`src/rtl/arith_req_arbiter.sv`:
```
// ---------------------------------------------------------------------------
// arith_req_arbiter
//
// Shares one registered signed arithmetic unit (add/sub/mul/div) between two
// requesters. Operations arrive on valid/ready handshakes and are granted
// round-robin. The arbiter drives the unit's operands, function and a single
// cycle enable pulse. It then returns the registered result on a shared,
// tagged response channel that supports backpressure.
//
// Ports
//   clk_i, rst_i           clock, synchronous active-high reset
//   reqN_valid_i/ready_o   request handshake for requester N (N = 0, 1)
//   reqN_fun_i             00 add, 01 sub, 10 mul, 11 div
//   reqN_a_i, reqN_b_i     signed operands
//   rsp_valid_o/ready_i    response handshake
//   rsp_id_o               requester index owning the response
//   rsp_data_o             signed result, 2*WIDTH+1 bits
//   rsp_err_o              error status (~alu_flag_i, or divide-by-zero trap)
//   alu_a_o, alu_b_o       operands to the arithmetic unit
//   alu_fun_o              function select to the arithmetic unit
//   alu_enable_o           one-cycle enable to the arithmetic unit
//   alu_out_i, alu_flag_i  registered result / valid flag from the unit
//
// Optional feature, macro ARITH_ARB_DIVZERO_CHK_EN:
//   A divide with b == 0 is not issued to the unit. The arbiter answers it
//   directly on the next cycle with rsp_data = 0 and rsp_err = 1.
//
// States
//   IDLE  | ready to accept, nothing in flight
//   ISSUE | alu_enable_o high for exactly one cycle
//   WAIT  | arithmetic unit registers the result
//   RESP  | response held until rsp_ready_i
// ---------------------------------------------------------------------------
module arith_req_arbiter #(
    parameter int WIDTH = 16
) (
    input  logic               clk_i,
    input  logic               rst_i,
    input  logic               req0_valid_i,
    output logic               req0_ready_o,
    input  logic [1:0]         req0_fun_i,
    input  logic [WIDTH-1:0]   req0_a_i,
    input  logic [WIDTH-1:0]   req0_b_i,
    input  logic               req1_valid_i,
    output logic               req1_ready_o,
    input  logic [1:0]         req1_fun_i,
    input  logic [WIDTH-1:0]   req1_a_i,
    input  logic [WIDTH-1:0]   req1_b_i,
    output logic               rsp_valid_o,
    input  logic               rsp_ready_i,
    output logic               rsp_id_o,
    output logic [2*WIDTH:0]   rsp_data_o,
    output logic               rsp_err_o,
    output logic [WIDTH-1:0]   alu_a_o,
    output logic [WIDTH-1:0]   alu_b_o,
    output logic [1:0]         alu_fun_o,
    output logic               alu_enable_o,
    input  logic [2*WIDTH:0]   alu_out_i,
    input  logic               alu_flag_i
);

    typedef enum logic [1:0] {
        S_IDLE  = 2'd0,
        S_ISSUE = 2'd1,
        S_WAIT  = 2'd2,
        S_RESP  = 2'd3
    } state_t;

    state_t             state_q, state_d;
    logic               last_q;      // requester granted most recently
    logic               id_q;        // owner of the operation in flight
    logic [2*WIDTH:0]   rsp_data_q;
    logic               rsp_err_q;
    logic               rsp_id_q;
    logic [WIDTH-1:0]   alu_a_q, alu_b_q;
    logic [1:0]         alu_fun_q;

    logic               gnt_vld;
    logic               gnt_id;
    logic [1:0]         sel_fun;
    logic [WIDTH-1:0]   sel_a, sel_b;
    logic               accept;
    logic               div0;

    // Round-robin grant: on a tie the requester not granted last wins.
    always_comb begin
        gnt_vld = req0_valid_i | req1_valid_i;
        gnt_id  = 1'b0;
        if (req0_valid_i && req1_valid_i) begin
            gnt_id = ~last_q;
        end else if (req1_valid_i) begin
            gnt_id = 1'b1;
        end
    end

    assign sel_fun = gnt_id ? req1_fun_i : req0_fun_i;
    assign sel_a   = gnt_id ? req1_a_i   : req0_a_i;
    assign sel_b   = gnt_id ? req1_b_i   : req0_b_i;
    assign accept  = (state_q == S_IDLE) && gnt_vld;

`ifdef ARITH_ARB_DIVZERO_CHK_EN
    assign div0 = (sel_fun == 2'b11) && (sel_b == '0);
`else
    assign div0 = 1'b0;
`endif

    // State register
    always_ff @(posedge clk_i) begin
        if (rst_i) begin
            state_q <= S_IDLE;
        end else begin
            state_q <= state_d;
        end
    end

    // Next-state logic
    always_comb begin
        state_d = state_q;
        case (state_q)
            S_IDLE: begin
                if (gnt_vld) begin
                    state_d = div0 ? S_RESP : S_ISSUE;
                end
            end
            S_ISSUE: state_d = S_WAIT;
            S_WAIT:  state_d = S_RESP;
            S_RESP: begin
                if (rsp_ready_i) begin
                    state_d = S_IDLE;
                end
            end
            default: state_d = S_IDLE;
        endcase
    end

    // Outputs decoded from state; ready never looks at rsp_ready_i
    always_comb begin
        req0_ready_o = accept && !gnt_id;
        req1_ready_o = accept &&  gnt_id;
        alu_enable_o = (state_q == S_ISSUE);
        rsp_valid_o  = (state_q == S_RESP);
    end

    // Datapath: operand capture, RR pointer and response registers
    always_ff @(posedge clk_i) begin
        if (rst_i) begin
            last_q     <= 1'b1;      // requester 0 wins the first tie
            id_q       <= 1'b0;
            alu_a_q    <= '0;
            alu_b_q    <= '0;
            alu_fun_q  <= '0;
            rsp_data_q <= '0;
            rsp_err_q  <= 1'b0;
            rsp_id_q   <= 1'b0;
        end else begin
            if (accept) begin
                alu_a_q   <= sel_a;
                alu_b_q   <= sel_b;
                alu_fun_q <= sel_fun;
                id_q      <= gnt_id;
                last_q    <= gnt_id;
                if (div0) begin
                    rsp_data_q <= '0;
                    rsp_err_q  <= 1'b1;
                    rsp_id_q   <= gnt_id;
                end
            end
            // End of WAIT: the unit's output is registered and can be taken
            if (state_q == S_WAIT) begin
                rsp_data_q <= alu_out_i;
                rsp_err_q  <= ~alu_flag_i;
                rsp_id_q   <= id_q;
            end
        end
    end

    assign alu_a_o    = alu_a_q;
    assign alu_b_o    = alu_b_q;
    assign alu_fun_o  = alu_fun_q;
    assign rsp_data_o = rsp_data_q;
    assign rsp_err_o  = rsp_err_q;
    assign rsp_id_o   = rsp_id_q;

endmodule
```
`config.mk`:
```
export PLATFORM = sky130hd
export DESIGN_NAME = arith_req_arbiter
export DESIGN_NICKNAME = d
export VERILOG_FILES = /design/src/rtl/arith_req_arbiter.sv
export SDC_FILE = /design/constraint.sdc
export NUM_CORES = 1
export LEC_CHECK = 0
export CAP_MARGIN = 20
export CORE_MARGIN = 1.5
export CORE_UTILIZATION = 35
export CTS_CLUSTER_DIAMETER = 50
export DETAILED_ROUTE_END_ITERATION = 6
export DONT_BUFFER_PORTS = 1
export PLACE_DENSITY = 0.48
export SLEW_MARGIN = 30
export SYNTH_ARGS = -nofsm -noshare
export SYNTH_HDL_FRONTEND = slang
export SYNTH_SLANG_ARGS = --single-unit
```
`constraint.sdc`:
```
create_clock -name clk_i -period 2.65 [get_ports clk_i]
set_input_delay 0.53 -clock clk_i [delete_from_list [all_inputs] [get_ports clk_i]]
set_output_delay 0.53 -clock clk_i [all_outputs]
set_load 0.01 [all_outputs]
```
Figure 1. Routed metal per tile.
19 x 19 tiles, from white (low) to dark blue (high), scaled to the fullest tile. Values are wire area over tile area, all layers added.
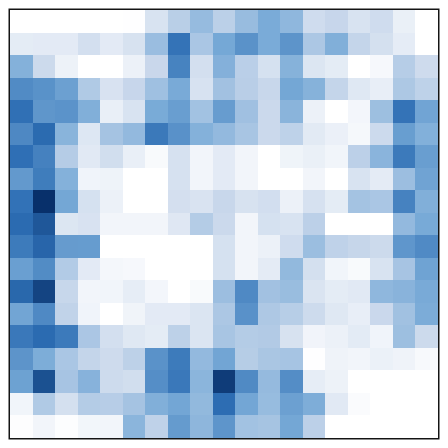
The densest ninth of the die: bottom center. 13% of the tiles are nearly empty. The mean over all tiles is 0.13. The fullest tile reaches 0.47. 20% of the tiles are over half the peak.

Figure 2. Logic cells by family.
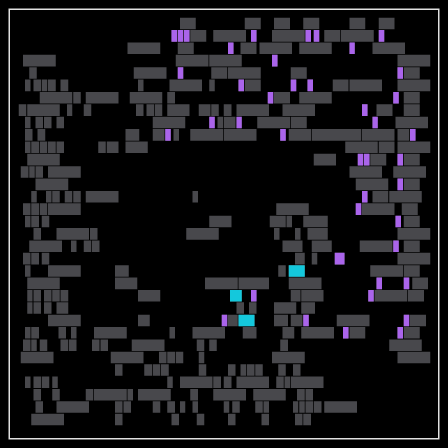
Key: AND-OR and OR-AND gates = cyan [cells 3]; NOR gates = purple [cells 42]
multi-input combinational area share: 41.1%
number of standard cells in the final layout excluding fillers: 431
most frequent logic cell in the layout: sky130_fd_sc_hd__dfxtp_1

==> flow_metrics.rpt <==
IMPLEMENTATION SUMMARY REPORT
----------------------------------------------------
[Setup path]
  Arrival time of the worst setup path ........................ 1.47 ns
  Critical R2R Launch ........................ state_q[0]
  Slowest cell delay on critical path ........................ 0.48 ns
  Top delay family on crit path ........................ AND-OR/OR-AND gates
  Worst flop-to-flop path endpoint ........................ alu_a_o[14]
  CP Depth ........................ 2
  Critical path capture point type ........................ output pin
  Worst reg-to-reg path cell count ........................ 6
  Worst Setup Start Kind ........................ flip-flop
  Endpoint of the most critical setup path ........................ req1_ready_o
  Largest fanout of any net on the critical path ........................ 19
  Slowest-stage cell, CP ........................ sky130_fd_sc_hd__a21boi_4
  Critical path buffers and inverters ........................ 0
  Chain of cells forming the critical path ........................ a21boi_4 -> and2_1
  Critical path class ........................ reg2out

[Layout]
  Signed area change from the synthesized netlist to the final layout ........................ 9.26%
  Area of all placed cells without fillers ........................ 0.00317 mm2
  Flip-flop count of the largest register, all copies and words added ........................ 33
  Net count, final ........................ 432
  # diodes ........................ 0
  Most frequently placed logic cells in the final layout ........................ 73 x sky130_fd_sc_hd__dfxtp_1, 67 x sky130_fd_sc_hd__a21oi_1, 41 x sky130_fd_sc_hd__nor2_1

[Global routing]
  Initial antenna violation count ........................ 0
  Maximum number of pins on one net before global-route repair ........................ 41
  Met3 capacity usage during global routing ........................ 7.20%
  Global-route track usage on met2 ........................ 23.1%
  GRT Residual Overflow ........................ 0
  Global routing usage on met1 ........................ 18.5%
  First-pass GRT wire length ........................ 10.3 mm

[Yosys]
  Top cells by area ........................ sky130_fd_sc_hd__dfxtp_1 50%, sky130_fd_sc_hd__mux2i_1 12%, sky130_fd_sc_hd__a21oi_1 12%
  Number of distinct library cells after synthesis ........................ 24
  Post-synth area from yosys stat ........................ 0.00290 mm2
  Most numerous cell in the Yosys netlist ........................ sky130_fd_sc_hd__dfxtp_1
  Post-synthesis area per instance ........................ 8.77 um2
  Fraction of post-synthesis cell area in the top cell type by area ........................ 50.3%
  Fraction of synthesis flops using an asynchronous set or reset pin ........................ 0%
  #FFs+latches synth ........................ 73
  Fraction of the yosys area taken by sequential cells ........................ 50.3%
  Leading post-synthesis cells by instance count ........................ 73 x sky130_fd_sc_hd__dfxtp_1, 67 x sky130_fd_sc_hd__a21oi_1, 41 x sky130_fd_sc_hd__nor2_1
  Flip-flops with a built-in enable ........................ 0
  Floorplan Nets ........................ 442

[Power and ir drop]
  Leakage power ........................ 0.00123 uW
  Worst vdd ir ........................ 0.000365 V
  Power density relative to cell area ........................ 1150 mW/mm2
  Total power consumption of the routed design ........................ 3660 uW

[Route]
  Router iterations before antenna repair ........................ 4
  Number of violations reported at the end of detailed-routing iteration 0 ........................ 49
  Detailed-routing wirelength on met1 ........................ 2.93 mm
  DR vias ........................ 2259
  Total length of routed wires ........................ 6.98 mm
  Post-route DRC ........................ 0
  Top Metal Used ........................ met4
  Total length of routed met2 wires ........................ 3.13 mm
  Detail-routed net length per standard cell ........................ 16.2 um

[Final timing]
  Fmax ........................ 0.501 GHz
  Sum of negative setup slack ........................ 0 ns
  Min Hold Slack ........................ 0.251 ns
  Setup-violating endpoint count in the final report ........................ 0
  Clk_skew ........................ 0.00987 ns
  Minimum period implied by the final worst setup slack ........................ 2.00 ns

[Die]
  Floorplan Utilization ........................ 35.7%
  Number of top-level pins ........................ 180
  Area of the die ........................ 0.00885 mm2

[Outcome]
  Outcome ........................ complete, no violations

[Clocking]
  Number of gates given a new drive strength after cts ........................ 0
  Largest buffer count on any clock path ........................ 2
  Clock root buffer ........................ sky130_fd_sc_hd__clkbuf_8
  H-Tree Depth ........................ 3
  Post-CTS Hold Buffers ........................ 0
  Register clock-pin slew on the reported worst setup and hold paths ........................ 0.09 ns

[Placement]
  Routability congestion estimate from global placement ........................ 0.686
  Setup Slack @ Placement ........................ 0.781 ns
  Number of placed cells counting well taps ........................ 415

[Flow run]
  Stage-log warning count ........................ 29

----------------------------------------------------
Figure 3. Clock nets.
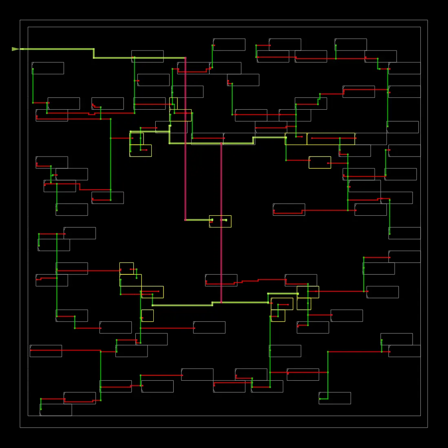
clock network power: 888 uW
TritonCTS buffer count: 9
number of sequential cells in the layout: 73

Figure 4. Ports around the boundary.
Bar = 20 um. Pins as bars across the die edge, other pins in gray.
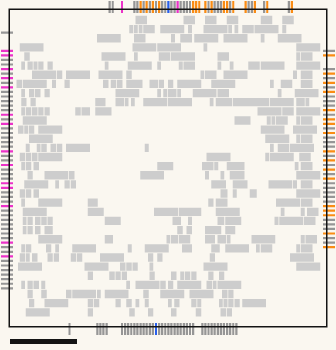
Key: req1_fun_i = blue [pins 2, direction input, edge 1 bottom, 1 top]; rsp_data_o = orange [pins 33, direction output, edge 17 right, 16 top]; alu_b_o = magenta [pins 16, direction output, edge 14 left, 2 top]
All pins by edge: 54 left, 43 top, 42 right, 41 bottom.
horizontal extent of the die: 94.1 um
vertical extent of the die: 94.1 um
Port Buf Inserts: 0

## final cells by class
type	count	area (um2)
tap	105	131
multi-input combinational	229	1310
fill	834	4960
sequential	73	1460
clock inverter	7	77.6
clock buffer	9	124
timing repair buffer	5	62.6
inverter	3	11.3
## worst reg2reg max path, delay by kind of cell, from the launching register on
kind,cells,cell delay [ns]
flip-flops,1,0.34
AND-OR/OR-AND,3,0.72
adder cells (fa/ha/maj),1,0.31
buffers and inverters,2,0.31
## cells by family after synthesis
family	share of synthesized area, %
AOI/OAI and AO/OA	20.3
and+or+nand+nor	10.8
DFF	50.3
muxes	12.1
buffers and inverters	4.83
adders and majority gates	1.72
## power breakdown
part	total [uW]	leakage, uW	switching, uW	internal [uW]
Combinational	1030	0.000529	602	432
Clock	888	0.000100	445	443
Sequential	1730	0.000600	333	1400
Power and IR drop assume default switching activity.
